**src/rtl/pipe_if_id_skid_pkg.sv**
```systemverilog
// ---------------------------------------------------------------------------
// pipe_if_id_skid_pkg
// Shared definitions for the IF/ID skid buffer:
//   XLEN_DEF      default datapath width for inst / pc / p4
//   NOP_INST_DEF  instruction word presented to decode when the buffer is empty
//                 (sll $0,$0,0)
//   occ_e         occupancy codes EMPTY / ONE / TWO, used directly as FSM state
//   nextOcc       occupancy step for a push/pop pair, ignoring flush
// ---------------------------------------------------------------------------
`timescale 1ns/1ps

package pipe_if_id_skid_pkg;

  localparam int          XLEN_DEF     = 32;
  localparam logic [31:0] NOP_INST_DEF = 32'h0000_0000;

  typedef enum logic [1:0] {
    EMPTY = 2'd0,
    ONE   = 2'd1,
    TWO   = 2'd2
  } occ_e;

  // A push and a pop together leave the count unchanged. Push is never
  // offered when full and pop never when empty, so the saturating defaults
  // below are unreachable.
  function automatic occ_e nextOcc(input occ_e cur, input logic push, input logic pop);
    nextOcc = cur;
    if (push && !pop) begin
      case (cur)
        EMPTY:   nextOcc = ONE;
        ONE:     nextOcc = TWO;
        default: nextOcc = TWO;
      endcase
    end else if (pop && !push) begin
      case (cur)
        TWO:     nextOcc = ONE;
        ONE:     nextOcc = EMPTY;
        default: nextOcc = EMPTY;
      endcase
    end
  endfunction

endpackage

```
**src/rtl/pipe_if_slot.sv**
```systemverilog
// ---------------------------------------------------------------------------
// pipe_if_slot
// One storage entry of the IF/ID skid buffer holding {inst, pc, p4}.
// Ports:
//   clk      pipeline clock
//   clr      asynchronous active-high reset, zeroes the entry
//   i_we     load i_inst / i_pc / i_p4 on the next rising edge
//   i_inst   instruction to store
//   i_pc     pc of that instruction
//   i_p4     pc+4 of that instruction
//   o_inst   stored instruction
//   o_pc     stored pc
//   o_p4     stored pc+4
// ---------------------------------------------------------------------------
`timescale 1ns/1ps

module pipe_if_slot
  import pipe_if_id_skid_pkg::*;
#(
  parameter int XLEN = XLEN_DEF
) (
  input  logic            clk,
  input  logic            clr,
  input  logic            i_we,
  input  logic [XLEN-1:0] i_inst,
  input  logic [XLEN-1:0] i_pc,
  input  logic [XLEN-1:0] i_p4,
  output logic [XLEN-1:0] o_inst,
  output logic [XLEN-1:0] o_pc,
  output logic [XLEN-1:0] o_p4
);

  logic [XLEN-1:0] r_inst;
  logic [XLEN-1:0] r_pc;
  logic [XLEN-1:0] r_p4;

  // Contents are only zeroed on reset; a pop or a flush leaves stale data
  // here because the top-level occupancy decides whether it is visible.
  always_ff @(posedge clk or posedge clr) begin
    if (clr) begin
      r_inst <= '0;
      r_pc   <= '0;
      r_p4   <= '0;
    end else if (i_we) begin
      r_inst <= i_inst;
      r_pc   <= i_pc;
      r_p4   <= i_p4;
    end
  end

  assign o_inst = r_inst;
  assign o_pc   = r_pc;
  assign o_p4   = r_p4;

endmodule

```
**src/rtl/pipe_if_id_skid.sv**
```systemverilog
// ---------------------------------------------------------------------------
// pipe_if_id_skid
// IF/ID boundary buffer: a 2-entry skid FIFO between fetch and decode. It
// absorbs decode stalls without losing a fetched word, throttles fetch through
// IFwip, and discards wrong-path words on flush.
// Ports:
//   clk        pipeline clock
//   clr        asynchronous active-high reset (dominates flush and push)
//   if_valid   fetch presents a word this cycle
//   if_inst    fetched instruction
//   if_pc      pc of fetched instruction
//   if_p4      pc+4 of fetched instruction
//   IFwip      PC write enable back to fetch (1 = fetch may advance)
//   flush      taken jump/branch resolved downstream, drop everything held
//   id_ready   decode accepts the head entry this cycle
//   id_valid   head entry valid
//   id_inst    head instruction, NOP_INST when empty
//   id_pc      head pc, 0 when empty
//   id_p4      head pc+4, 0 when empty
//   occupancy  entries held (0..2)
// ---------------------------------------------------------------------------
`timescale 1ns/1ps

module pipe_if_id_skid
  import pipe_if_id_skid_pkg::*;
#(
  parameter int              XLEN     = XLEN_DEF,
  parameter logic [XLEN-1:0] NOP_INST = XLEN'(NOP_INST_DEF)
) (
  input  logic            clk,
  input  logic            clr,
  input  logic            if_valid,
  input  logic [XLEN-1:0] if_inst,
  input  logic [XLEN-1:0] if_pc,
  input  logic [XLEN-1:0] if_p4,
  output logic            IFwip,
  input  logic            flush,
  input  logic            id_ready,
  output logic            id_valid,
  output logic [XLEN-1:0] id_inst,
  output logic [XLEN-1:0] id_pc,
  output logic [XLEN-1:0] id_p4,
  output logic [1:0]      occupancy
);

  occ_e            r_state;
  occ_e            w_nextState;
  logic            r_wrPtr;
  logic            r_rdPtr;
  logic            w_full;
  logic            w_push;
  logic            w_pop;
  logic [XLEN-1:0] w_inst0;
  logic [XLEN-1:0] w_pc0;
  logic [XLEN-1:0] w_p40;
  logic [XLEN-1:0] w_inst1;
  logic [XLEN-1:0] w_pc1;
  logic [XLEN-1:0] w_p41;

  // IFwip depends only on state and flush so there is no combinational path
  // from if_valid or id_ready back into fetch. When full, the pop of this
  // cycle frees a slot, but the refill waits for the next cycle.
  assign w_full   = (r_state == TWO);
  assign IFwip    = !w_full || flush;
  assign id_valid = (r_state != EMPTY);
  assign w_push   = if_valid && IFwip && !flush;
  assign w_pop    = id_valid && id_ready && !flush;

  pipe_if_slot #(.XLEN(XLEN)) u_slot0 (
    .clk    (clk),
    .clr    (clr),
    .i_we   (w_push && !r_wrPtr),
    .i_inst (if_inst),
    .i_pc   (if_pc),
    .i_p4   (if_p4),
    .o_inst (w_inst0),
    .o_pc   (w_pc0),
    .o_p4   (w_p40)
  );

  pipe_if_slot #(.XLEN(XLEN)) u_slot1 (
    .clk    (clk),
    .clr    (clr),
    .i_we   (w_push && r_wrPtr),
    .i_inst (if_inst),
    .i_pc   (if_pc),
    .i_p4   (if_p4),
    .o_inst (w_inst1),
    .o_pc   (w_pc1),
    .o_p4   (w_p41)
  );

  // Occupancy state register.
  always_ff @(posedge clk or posedge clr) begin
    if (clr) begin
      r_state <= EMPTY;
    end else begin
      r_state <= w_nextState;
    end
  end

  // Flush empties the buffer regardless of any push or pop this cycle.
  always_comb begin
    w_nextState = r_state;
    if (flush) begin
      w_nextState = EMPTY;
    end else begin
      w_nextState = nextOcc(r_state, w_push, w_pop);
    end
  end

  // One-bit pointers wrap naturally; flush realigns both to slot 0.
  always_ff @(posedge clk or posedge clr) begin
    if (clr) begin
      r_wrPtr <= 1'b0;
      r_rdPtr <= 1'b0;
    end else if (flush) begin
      r_wrPtr <= 1'b0;
      r_rdPtr <= 1'b0;
    end else begin
      if (w_push) begin
        r_wrPtr <= !r_wrPtr;
      end
      if (w_pop) begin
        r_rdPtr <= !r_rdPtr;
      end
    end
  end

  // Head mux: decode sees the slot under the read pointer only when something
  // is held, otherwise a NOP with zero pc fields.
  always_comb begin
    id_inst = NOP_INST;
    id_pc   = '0;
    id_p4   = '0;
    if (id_valid) begin
      if (r_rdPtr) begin
        id_inst = w_inst1;
        id_pc   = w_pc1;
        id_p4   = w_p41;
      end else begin
        id_inst = w_inst0;
        id_pc   = w_pc0;
        id_p4   = w_p40;
      end
    end
  end

  assign occupancy = r_state;

endmodule

```
**config.mk**
```make
export PLATFORM = sky130hd
export DESIGN_NAME = pipe_if_id_skid
export DESIGN_NICKNAME = d
export VERILOG_FILES = /design/src/rtl/pipe_if_id_skid_pkg.sv /design/src/rtl/pipe_if_slot.sv /design/src/rtl/pipe_if_id_skid.sv
export SDC_FILE = /design/constraint.sdc
export NUM_CORES = 1
export LEC_CHECK = 0
export ABC_AREA = 1
export CAP_MARGIN = 20
export CORE_UTILIZATION = 51
export DETAILED_ROUTE_END_ITERATION = 8
export GPL_TIMING_DRIVEN = 0
export PLACE_DENSITY = 0.81
export SLEW_MARGIN = 30
export SYNTH_ARGS = -nofsm -noshare
export SYNTH_HDL_FRONTEND = slang
export SYNTH_HIERARCHICAL = 1
export SYNTH_SLANG_ARGS = --single-unit
export TNS_END_PERCENT = 30
```
**constraint.sdc**
```tcl
create_clock -name clk -period 4.5 [get_ports clk]
set_input_delay 0.9 -clock clk [delete_from_list [all_inputs] [get_ports clk]]
set_output_delay 0.9 -clock clk [all_outputs]
set_load 0.03 [all_outputs]
```
==> results_slide.txt <==
Implementation Results

Run status
  • Outcome: finished clean

Run
  • Max Cap Violations: 0
  • Total tool warning count: 26

Final timing
  • Slew HR: 65.0%
  • Tmin final: approximately 3.2 ns
  • Pins over their slew limit: 0
  • Final setup fails: 0
  • Setup_tns: 0 ns
  • Tcrit/Tclk final: between 70% and 80%
  • Clock skew: 0.00742 ns
  • RSZ-0062 raised after global routing: no
  • Worst-Margin Slew: 0.525 ns
  • Final Hold Fails: 0
  • Max frequency: a little over 300 MHz

Place
  • Routability cong.: 0.841
  • Port bufs: ~200
  • Placed insts: around 1600
  • Post-DP HPWL: 17000 um

Synth
  • Cell area leaders: dfrtp_1, nand2_1, a21oi_2, a21oi_1, buf_2
  • Library cells used by synthesis: 19
  • Post-synthesis cell area: 9100 um^2
  • Post-synth seq share: between 50% and 60%
  • Area reported by Yosys stat: 9100 um^2
  • Synth top area share: 53.9%
  • Cells after Synth: 1171
  • # Cells Yosys: between 1000 and 1500
  • Synth area leader: dfrtp_1
  • Mean Syn Cell Area: 7.77 um^2
  • Synth Net Count: 1272
  • Yosys warns: 6
  • #FFs+latches synth: approximately 200

Global routing
  • Pin count of the biggest net entering global routing: 56
  • First-pass GRT wire length: 40800 um
  • Total Routing Usage GR: between 20% and 30%
  • Initial antenna violation count: 2
  • GRT Residual Overflow: 0
  • Vias in the first global route: 8317

Floorplanning
  • Num rows: roughly 48
  • Die Area: about 18000 um^2
  • # IOs: 201
  • Core area: about 17000 um^2
  • FP Util: 52.4%
  • Die Y: 136 um
  • Die width: ~140 um

Power
  • Peak supply drop: 0.319 mV
  • Leak Pwr: 6.01 nW
  • Power Density: 562 nW/um^2

Finish
  • Tally of non-filler cells in the final layout: 1630
  • Layout cells sized above 1: 11.4%
  • N_diodes: 0
  • Layout area overhead: 32.5%
  • # nets final: 1493
  • Dominant logic cell types in the final layout: nand2_1, clkdlybuf4s50_1, dfrtp_1, a21oi_1
  • Fillers: between 1000 and 1500

Clock network
  • Total CTS buffers: 17
  • Clock-pin slew on the worst setup and hold paths: 0.07 ns
  • Clk root buf: clkbuf_16
  • CTS tree: built
  • Clk buf depth: 2
  • # Post-CTS Setup Buffers: 0
  • Post-cts sizing count: 0
  • Cts hold-fix bufs: 0
  • Clk sinks: 196

Setup path
  • Critical path class: reg -> out
  • Startpoint types: register
  • Crit-path slowest cell: clkdlybuf4s50_1
  • Critical Path End Type: output port
  • Cells along the critical path: buf_4 > inv_4 > buf_2 > nand2_1 > a21oi_1 > clkdlybuf4s50_1
  • Max incr delay on CP: 0.71 ns
  • CP Max Fanout: 10
  • Arrival time worst endpoint: 2.35 ns
  • WP data required: 3.60 ns

Hold path
  • HP Class: reg -> reg

Detailed routing
  • Drt first pass iters: 7
  • Vias: between 8000 and 9000
  • Routed WL per cell: 15.6 um
  • Detailed Route WL: 25400 um
  • Vias/cell: 5.16
  • First-iteration detailed-routing DRC count: 573
  • DR DRC count: 0
  • Post-route ant nets: 0
## critical path, delay by kind of cell, from the launching register on
kind                   cells  cell delay (ns)
AND-OR/OR-AND              1             0.22
buffers and inverters      4             1.24
flip-flops                 1             0.36
AND/OR/NAND/NOR            1             0.09
## flip-flops by register name, indices dropped and copies added (netlist names)
signal and cells:
u_slot1/o_pc 32, u_slot0/o_inst 32, r_rdPtr 1, u_slot1/o_inst 32
occupancy 2, u_slot0/o_p4 32, r_wrPtr 1, u_slot0/o_pc 32
u_slot1/o_p4 32
## final cells by class
type / instances / area (um^2) / share of cell area, %
clock inverter: 14 / 175 / 1.45
tap: 225 / 282 / 2.33
clock buffer: 18 / 439 / 3.64
sequential: 196 / 4900 / 40.7
buffer: 73 / 497 / 4.12
multi-input combinational: 889 / 3640 / 30.2
inverter: 13 / 66.3 / 0.550
timing repair buffer: 202 / 2060 / 17.0
## layer usage
metal / part of all wire (%) / track usage [%] / vias up
li1: - / - / 4020
met1: 42 / 38.1 / 4017
met2: 48 / 46.7 / 320
met3: 7.4 / 5.61 / 57
met4: 2.7 / 10.8 / 2
met5: 0.055 / 0 / -
## stage by stage
| step | area [um^2] | total power [mW] | utilization (%) | hold slack, ns | setup slack, ns |
|---|---|---|---|---|---|
| 2_1_floorplan | 9100 | 4.29 | - | 0.442 | 1.09 |
| 4_1_cts | 12100 | 6.80 | 69.5 | 0.475 | 1.22 |
| 3_3_place_gp | 11400 | 5.12 | 65.6 | 0.453 | -0.813 |
| 3_5_place_dp | 11500 | 5.20 | 66.0 | 0.458 | 1.42 |
| 5_1_grt | 12100 | 7.17 | 69.5 | 0.486 | 1.14 |
| 6_report | 12100 | 6.78 | 69.5 | 0.472 | 1.25 |
## path summary, 6_finish.rpt
check / start / endpoint / slack, ns / cells past startpoint
max in group asynchronous: clr / u_slot1/o_inst[19] / 2.83 / 3
hold reg to reg: u_slot0/o_p4[19] / u_slot0/o_p4[19] / 0.47 / 2
setup reg to reg: occupancy[0] / u_slot0/o_inst[0] / 2.79 / 10
setup / recovery: r_rdPtr / id_inst[0] / 1.25 / 6
min in group asynchronous: clr / occupancy[1] / 0.89 / 2
hold / removal: u_slot0/o_p4[19] / u_slot0/o_p4[19] / 0.47 / 2
## synth_stat cells
cell type,instances
a21oi_2,40
dfrtp_1,196
buf_6,13
nor2_1,5
inv_1,8
inv_4,3
nand2_1,774
inv_2,2
o21ai_1,1
nand2_2,4
nand3_1,2
o21bai_1,1
a21oi_1,58
nor2_4,1
nand3_2,1
nand4_1,1
o21ai_0,1
buf_2,40
buf_4,20
## report_power, final
group          internal [mW]  switching, mW  leakage [nW]
sequential              2.38          0.335          2.45
clock                  0.898          0.690         0.299
combinational          0.955           1.52          3.25
## cell families (layout without fill, tap and decap cells)
kind of cell | Yosys count | count (layout) | synth area share, %
buffers and inverters | 86 | 320 | 6.08
AND-OR/OR-AND | 101 | 101 | 7.23
flip-flops | 196 | 196 | 53.9
AND/OR/NAND/NOR | 788 | 788 | 32.8
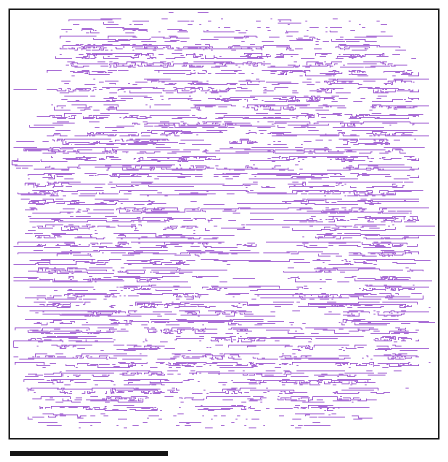
**Above:** M1 wires.
Bar = 50 um.
nets with wire on the layer: 1324
longest straight run: 36.8 um

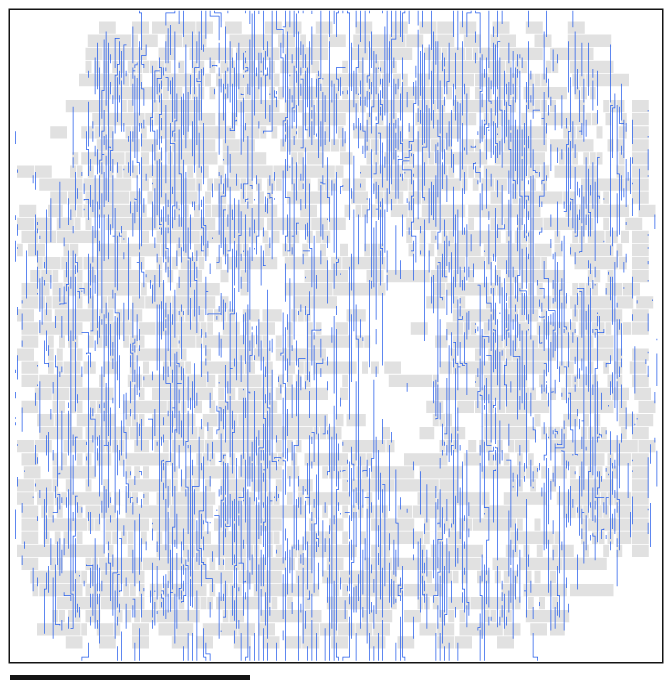
**Above:** the metal 2 layer.
Bar = 50 um.
wire length on this layer: 12100 um
share of all routed wire: 48%

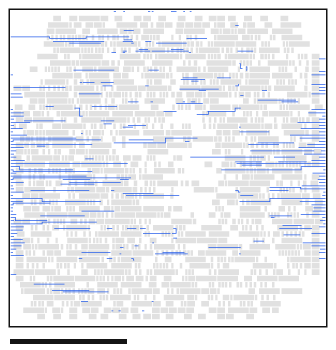
**Above:** the metal 3 layer.
Bar = 50 um.
wire length on this layer: 1880 um
main direction: horizontal
share of all routed wire: 7.4%
longest straight run: 50.4 um

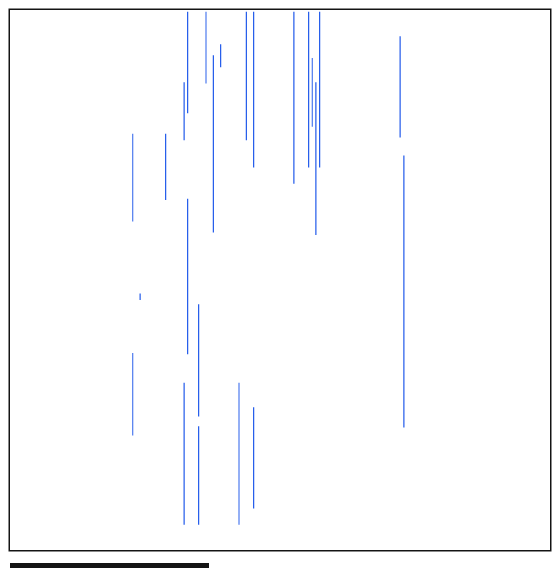
**Above:** met4 routing.
Bar = 50 um.
main direction: vertical
nets with wire on the layer: 21
wire length on this layer: 693 um
longest straight run: 68.0 um
share of all routed wire: 2.7%

Power figures rest on the tool's default switching activity, not on a simulated workload.
